==> src/rtl/regfile_pkg.sv <==
// Shared command-word layout, opcodes and readback-source encoding for register_file.
package regfile_pkg;

  localparam int unsigned GUARD_MSB  = 31;
  localparam int unsigned GUARD_LSB  = 28;
  localparam int unsigned OPC_MSB    = 27;
  localparam int unsigned OPC_LSB    = 24;
  localparam int unsigned STROBE_BIT = 23;
  localparam int unsigned DATA_MSB   = 22;

  localparam logic [3:0] RESET    = 4'd0;
  localparam logic [3:0] EN_TX    = 4'd1;
  localparam logic [3:0] EN_RX    = 4'd2;
  localparam logic [3:0] PH_SEL   = 4'd3;
  localparam logic [3:0] RUN_MEM  = 4'd4;
  localparam logic [3:0] READ_MEM = 4'd5;
  localparam logic [3:0] ADDR_MEM = 4'd6;
  localparam logic [3:0] BER_SI   = 4'd7;
  localparam logic [3:0] BER_SQ   = 4'd8;
  localparam logic [3:0] BER_EI   = 4'd9;
  localparam logic [3:0] BER_EQ   = 4'd10;
  localparam logic [3:0] BER_HI   = 4'd11;
  localparam logic [3:0] MEM_STAT = 4'd12;
  localparam logic [3:0] ECHO     = 4'd13;

  typedef enum logic [1:0] {
    SRC_STAT = 2'd0,
    SRC_MEM  = 2'd1,
    SRC_BER  = 2'd2
  } rb_src_e;

endpackage

==> src/rtl/register_file_strobe_detect.sv <==
// Rising-edge detector on the GPO strobe bit; one-cycle cmd_valid per edge.
module gpo_strobe_detect (
  input  logic clk,
  input  logic i_rst,
  input  logic i_strobe,
  output logic o_cmd_valid
);

  logic strobe_d_q, strobe_d_d;

  always_comb strobe_d_d = i_strobe;

  always_ff @(posedge clk) begin
    if (i_rst) strobe_d_q <= 1'b0;
    else       strobe_d_q <= strobe_d_d;
  end

  assign o_cmd_valid = i_strobe & ~strobe_d_q;

endmodule

==> src/rtl/register_file.sv <==
// GPIO command decoder / readback mux between the soft processor and the datapath.
// Optional: define REGFILE_ECHO_EN to enable opcode 13 (ECHO) for link testing.
module register_file
  import regfile_pkg::*;
#(
  parameter int unsigned NB_ADDR_MEM = 15
) (
  input  logic                   clk,
  input  logic                   i_rst,
  input  logic [31:0]            i_gpo,
  input  logic [31:0]            i_data_log_from_mem,
  input  logic                   i_mem_full,
  input  logic [63:0]            i_ber_samp_I,
  input  logic [63:0]            i_ber_samp_Q,
  input  logic [63:0]            i_ber_error_I,
  input  logic [63:0]            i_ber_error_Q,
  output logic [31:0]            o_gpi,
  output logic                   o_rst,
  output logic                   o_enbTx,
  output logic                   o_enbRx,
  output logic [1:0]             o_phase_sel,
  output logic                   o_run_log,
  output logic                   o_read_log,
  output logic [NB_ADDR_MEM-1:0] o_addr_log_to_mem
);

  logic                   cmd_valid;
  logic                   cmd;
  logic [3:0]             op;
  logic [DATA_MSB:0]      data;
  logic                   ber_load;
  logic [31:0]            ber_word;
  logic                   unused_data;

  logic [31:0]            gpi_q, gpi_d;
  logic                   rst_q, rst_d;
  logic                   enb_tx_q, enb_tx_d;
  logic                   enb_rx_q, enb_rx_d;
  logic [1:0]             phase_sel_q, phase_sel_d;
  logic                   run_log_q, run_log_d;
  logic                   read_log_q, read_log_d;
  logic [NB_ADDR_MEM-1:0] addr_q, addr_d;
  logic [63:0]            ber_snap_q, ber_snap_d;
  rb_src_e                src_q, src_d;

  gpo_strobe_detect u_strobe (
    .clk         (clk),
    .i_rst       (i_rst),
    .i_strobe    (i_gpo[STROBE_BIT]),
    .o_cmd_valid (cmd_valid)
  );

  assign op          = i_gpo[OPC_MSB:OPC_LSB];
  assign data        = i_gpo[DATA_MSB:0];
  assign cmd         = cmd_valid && (i_gpo[GUARD_MSB:GUARD_LSB] == 4'd0);
  assign unused_data = ^data[DATA_MSB:NB_ADDR_MEM];

  always_comb begin
    rst_d       = rst_q;
    enb_tx_d    = enb_tx_q;
    enb_rx_d    = enb_rx_q;
    phase_sel_d = phase_sel_q;
    run_log_d   = 1'b0;
    read_log_d  = 1'b0;
    addr_d      = addr_q;
    ber_snap_d  = ber_snap_q;
    src_d       = src_q;
    ber_load    = 1'b0;
    ber_word    = '0;
    gpi_d       = gpi_q;

    if (cmd) begin
      case (op)
        RESET:    rst_d       = data[0];
        EN_TX:    enb_tx_d    = data[0];
        EN_RX:    enb_rx_d    = data[0];
        PH_SEL:   phase_sel_d = data[1:0];
        RUN_MEM:  run_log_d   = 1'b1;
        READ_MEM: read_log_d  = 1'b1;
        ADDR_MEM: begin
          addr_d = data[NB_ADDR_MEM-1:0];
          src_d  = SRC_MEM;
        end
        BER_SI, BER_SQ, BER_EI, BER_EQ: begin
          case (op)
            BER_SI:  ber_snap_d = i_ber_samp_I;
            BER_SQ:  ber_snap_d = i_ber_samp_Q;
            BER_EI:  ber_snap_d = i_ber_error_I;
            default: ber_snap_d = i_ber_error_Q;
          endcase
          src_d    = SRC_BER;
          ber_load = 1'b1;
          ber_word = ber_snap_d[31:0];
        end
        BER_HI: begin
          src_d    = SRC_BER;
          ber_load = 1'b1;
          ber_word = ber_snap_q[63:32];
        end
        MEM_STAT: src_d = SRC_STAT;
`ifdef REGFILE_ECHO_EN
        ECHO: begin
          src_d    = SRC_BER;
          ber_load = 1'b1;
          ber_word = {9'b0, data};
        end
`endif
        default: ;
      endcase
    end

    // Source is resolved after decode so a source change takes effect in the edge cycle.
    case (src_d)
      SRC_MEM:  gpi_d = i_data_log_from_mem;
      SRC_STAT: gpi_d = {31'b0, i_mem_full};
      default:  gpi_d = ber_load ? ber_word : gpi_q;
    endcase
  end

  always_ff @(posedge clk) begin
    if (i_rst) begin
      gpi_q       <= '0;
      rst_q       <= 1'b0;
      enb_tx_q    <= 1'b0;
      enb_rx_q    <= 1'b0;
      phase_sel_q <= '0;
      run_log_q   <= 1'b0;
      read_log_q  <= 1'b0;
      addr_q      <= '0;
      ber_snap_q  <= '0;
      src_q       <= SRC_STAT;
    end else begin
      gpi_q       <= gpi_d;
      rst_q       <= rst_d;
      enb_tx_q    <= enb_tx_d;
      enb_rx_q    <= enb_rx_d;
      phase_sel_q <= phase_sel_d;
      run_log_q   <= run_log_d;
      read_log_q  <= read_log_d;
      addr_q      <= addr_d;
      ber_snap_q  <= ber_snap_d;
      src_q       <= src_d;
    end
  end

  assign o_gpi             = gpi_q;
  assign o_rst             = rst_q;
  assign o_enbTx           = enb_tx_q;
  assign o_enbRx           = enb_rx_q;
  assign o_phase_sel       = phase_sel_q;
  assign o_run_log         = run_log_q;
  assign o_read_log        = read_log_q;
  assign o_addr_log_to_mem = addr_q;

endmodule

==> config.mk <==
export PLATFORM = sky130hd
export DESIGN_NAME = register_file
export DESIGN_NICKNAME = d
export VERILOG_FILES = /design/src/rtl/regfile_pkg.sv /design/src/rtl/register_file_strobe_detect.sv /design/src/rtl/register_file.sv
export SDC_FILE = /design/constraint.sdc
export NUM_CORES = 1
export LEC_CHECK = 0
export ABC_CLOCK_PERIOD_IN_PS = 2600
export CELL_PAD_IN_SITES_DETAIL_PLACEMENT = 0
export CELL_PAD_IN_SITES_GLOBAL_PLACEMENT = 2
export CORE_MARGIN = 3
export CORE_UTILIZATION = 17
export DETAILED_ROUTE_END_ITERATION = 10
export GPL_TIMING_DRIVEN = 1
export PLACE_DENSITY_LB_ADDON = 0.05
export SLEW_MARGIN = 20
export SYNTH_ARGS = -nofsm -noshare
export SYNTH_HDL_FRONTEND = slang
export SYNTH_SLANG_ARGS = --single-unit
==> constraint.sdc <==
create_clock -name clk -period 2.6 [get_ports clk]
set_input_delay 0.78 -clock clk [delete_from_list [all_inputs] [get_ports clk]]
set_output_delay 0.78 -clock clk [all_outputs]
set_load 0.02 [all_outputs]
==> images/congestion.png <==
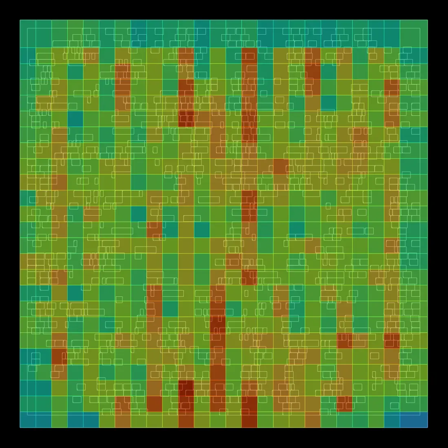
met2 Track Usage GR: 29.7%
met3 global-route usage: 4.15%
Routed wire per std cell: 21.1 µm
peak-usage layer in the global routing report: met2
Finished Core Util: 35.5%

==> images/cell_density.png <==
The bar under the picture is 50 µm long. 18 x 18 tiles, from black (low) to pale yellow (high), 0 to 100% covered.
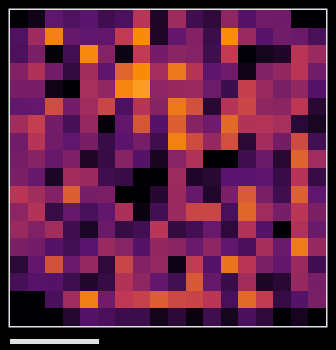
nearly empty tiles = 6.5%
fullest tile = 79%
emptiest ninth of the die = south-west
densest ninth of the die = north
tiles over 75% full = 0.60%
mean over tiles = 31%
floorplan utilization: 17.4%
placeable core region: 28,900 µm²

==> images/placement_by_type.png <==
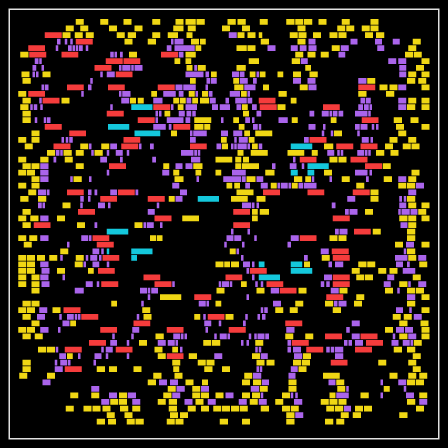
combinational and other logic -> purple  # cells 450, share of their area 32%
sequential cells -> red  # cells 89, share of their area 18%
remaining buffers and delay cells -> yellow  # cells 462, share of their area 47%
clock drivers and dummy loads -> cyan  # cells 16, share of their area 3.1%
Cell Rows: 62
total non-filler cell area in the finished layout: 10,200 µm²
sequential portion of the cell area: 17.4%

==> images/power_grid.png <==
The bar under the picture is 50 µm long. Pins as bars on the die edge.
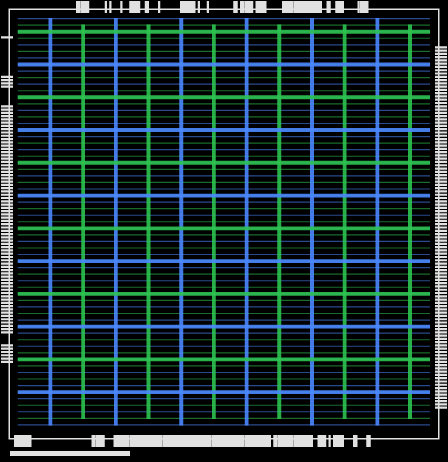
VSS -> blue
VDD -> green
met1 rails = 63
rows = 62
signal pins = 377
met4 straps = 12
die height: 178 µm
VDD IR-drop max: 0.271 mV
Die Width: 178 µm

==> images/io_fan.png <==
The bar under the picture is 50 µm long.
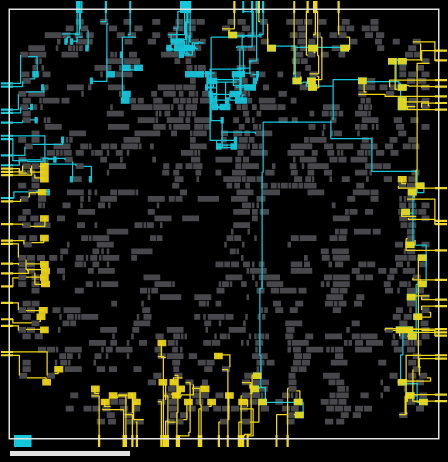
`i_gpo` -> cyan  # bits 32, direction input, end cells 79, wire 1,450 µm
`i_ber_samp_Q` -> yellow  # bits 64, direction input, end cells 64, wire 1,560 µm
Buffers on Ports: 368
io pins: 377

==> impl_metrics.ini <==
; flow metrics
[final_timing]
report.final.slew_viol_count = 0
finalHoldViolCount = 0
setup-violations-final = 0
worst_slew_margin_rel_pct = 66.1
max_freq_mhz = 397
worst_clock_skew_ns = 0.00827
whs_ns = 0.458
fin_crit_sh_pct = 96.8

[power]
sequential_share_of_power_pct = 37.9
internal_uw = 2730
power_switching_share_pct = 24.8
switchingPower_uw = 901
total_leakage_power_uw = 0.00373
power.density_cell_area_nw_per_um2 = 354

[critical_path]
worst_r2r_path_depth = 9
timing_worst_setup_path_type = in2reg
cpMostUsedCell = sky130_fd_sc_hd__buf_4
setup.reg_to_reg.worst_slack_ns = 0.59
crit_family = buffers and inverters
timing.critical_path.arrival_ns = 2.77
crit-reg2reg-capture = o_gpi[19]$_SDFFE_PP0P_
worst_ep_required_time_ns = 2.85
worst_r2r_startpoint = u_strobe.strobe_d_q$_SDFF_PP0_
cp-start-kind = input pin
timing.critical_path.fanout_max = 5
crit_end = o_gpi[19]$_SDFFE_PP0P_

[synthesis]
asyncSetResetFlopFracSynth_pct = 0
synth-warning-count = 0
synth.yosys.num_cells = 595
syn-mean-instance-area_um2 = 8.42
edf_count = 0
synth_cell_type_count = 49
numSynthFlops = 89
syn-cell-area_um2 = 5010

[detailed_routing]
drt.antenna.violating_nets = 0
drt_iter0_markers = 468
vias_per_cell = 4.65
drc = 0
first_pass_iters = 8

[floorplan]
floorplan.die_area_um2 = 31600

[clock_network]
cts.repair_timing.setup_buffer_count = 11
cts-resized-gates = 25
cts_buffer_count = 9
ctsRootBufferMaster = sky130_fd_sc_hd__clkbuf_16
cts_hold_buf = 0
cts-root-to-sink-buffers = 2
clk_pin_slew_ns = 0.07

[grt]
global_route_wire_length_before_repair_mm = 41.9
grt-ovfl-total = 0
antenna_found_initial = 0
number_of_global_route_vias_before_repair = 6701
grt_start_max_net_pins = 42
globalRouteTotalUtil_pct = 17.7

[final_layout]
nNetsFinal = 1335
seqCellArea_um2 = 1780
area_growth_synth_to_finish_pct = 104
final_layout_size_suffix_gt1_share_pct = 14.9
fill_cells = 2999
multiInputGateArea_um2 = 3090

[job]
number_of_max_cap_violations = 0
stage_log_warnings = 35

[placement]
estimated_wirelength_of_the_detail_placed_design_mm = 23.1
gp_routability_congestion = 0.816

[worst_hold_path]
worst_hold_startpoint = o_addr_log_to_mem[2]$_SDFFE_PP0P_
min_delay_path_depth = 2
timing.hold.worst_endpoint = o_addr_log_to_mem[2]$_SDFFE_PP0P_

[status]
status = completed
## logic make-up (layout without fill, tap and decap cells)
logic type	after synthesis	count (layout)	share of synthesized area, %
AOI/OAI and AO/OA	194	194	32.0
buffers and inverters	59	480	6.14
DFF	89	89	35.6
muxes	27	27	5.42
other	0	1	0
and+or+nand+nor	226	227	20.9
## layout by cell type, fill, tap and decap left out, drive strengths merged, types with 2 or more instances in the layout
cell type	count
nor2b	2
a21oi	29
nor3	3
a222oi	43
nor4	6
nand2b	15
nand2	102
o21ai	20
a31oi	2
a221o	19
a221oi	19
clkdlybuf4s50	359
mux2i	26
inv	3
clkinvlp	2
dlymetal6s2s	6
a311oi	44
nor4b	2
a22o	11
or3	2
dfxtp	89
nand4	2
nand3	3
buf	95
nor2	84
clkbuf	12
## metal layers
metal  up-vias  track usage (%)  part of all wire (%)  wire (µm)
met5         -                0                     0          0
met4         0             3.14                  0.93        277
met3        16             4.15                   7.1       2110
met2       247             29.7                    47      14000
met1      3096             23.3                    45      13200
li1       3163                -                     -          -
## state kept, by name, summed over array words and instances, names as in the netlist
register             flops
ber_snap_q              32
o_addr_log_to_mem       15
o_enbRx                  1
o_enbTx                  1
o_gpi                   32
o_phase_sel              2
o_read_log               1
o_rst                    1
o_run_log                1
src_q                    2
u_strobe.strobe_d_q      1
## per-stage QoR
step | power [µW] | std cells | util, % | TNS [ns] | setup slack (ns)
after floorplan | 1630 | 595 | - | 0 | 0.231
after detailed placement | 2260 | 1363 | 33.1 | -32.74 | -0.666
after global routing | 3800 | 1401 | 35.5 | 0 | 0.0107
after CTS | 3690 | 1391 | 34.8 | -0.0675 | -0.0230
after global placement | 2250 | 1363 | 33.1 | -31.16 | -0.620
final | 3630 | 1402 | 35.5 | 0 | 0.0831
## worst register-to-register path, cell delays in order, from the launching register on
cell                       delay, ns
sky130_fd_sc_hd__dfxtp_1        0.33
sky130_fd_sc_hd__nor4b_4        0.35
sky130_fd_sc_hd__buf_4          0.17
sky130_fd_sc_hd__nand4_1        0.11
sky130_fd_sc_hd__nor4b_2        0.19
sky130_fd_sc_hd__buf_4          0.16
sky130_fd_sc_hd__nor2_4         0.15
sky130_fd_sc_hd__buf_6          0.14
sky130_fd_sc_hd__nand2_1        0.06
sky130_fd_sc_hd__a311oi_2       0.26
## cell usage after synthesis, drive strengths merged (3+ instances only)
cell type	n	area, µm²
a222oi	43	430
mux2i	26	260
a21oi	29	145
nand3	3	15.0
clkbuf	22	83.8
a221o	19	190
dfxtp	89	1780
a22o	11	96.3
nor4	6	67.6
a311oi	44	385
a221oi	19	166
nand2b	15	101
buf	33	199
nand2	102	385
o21ai	20	100
nor2	83	322
nor3	3	26.3
## final cells by class
class	count	share of cell area [%]
clock buffers	11	2.37
diodes	1	0.0244
repair buffers	462	44.7
multi-input cells	448	30.1
inverters	2	0.0733
well taps	384	4.69
flip-flops and latches	89	17.4
clock inverters	5	0.611
## power groups by stage
stage                     logic, µW  registers, µW  clock network [µW]
after global placement          843           1410                   0
after CTS                       874           1380                1440
final                           872           1380                1380
after floorplan                 215           1410                   0
after detailed placement        850           1410                   0
after global routing            933           1380                1490
Power and IR drop assume default switching activity.
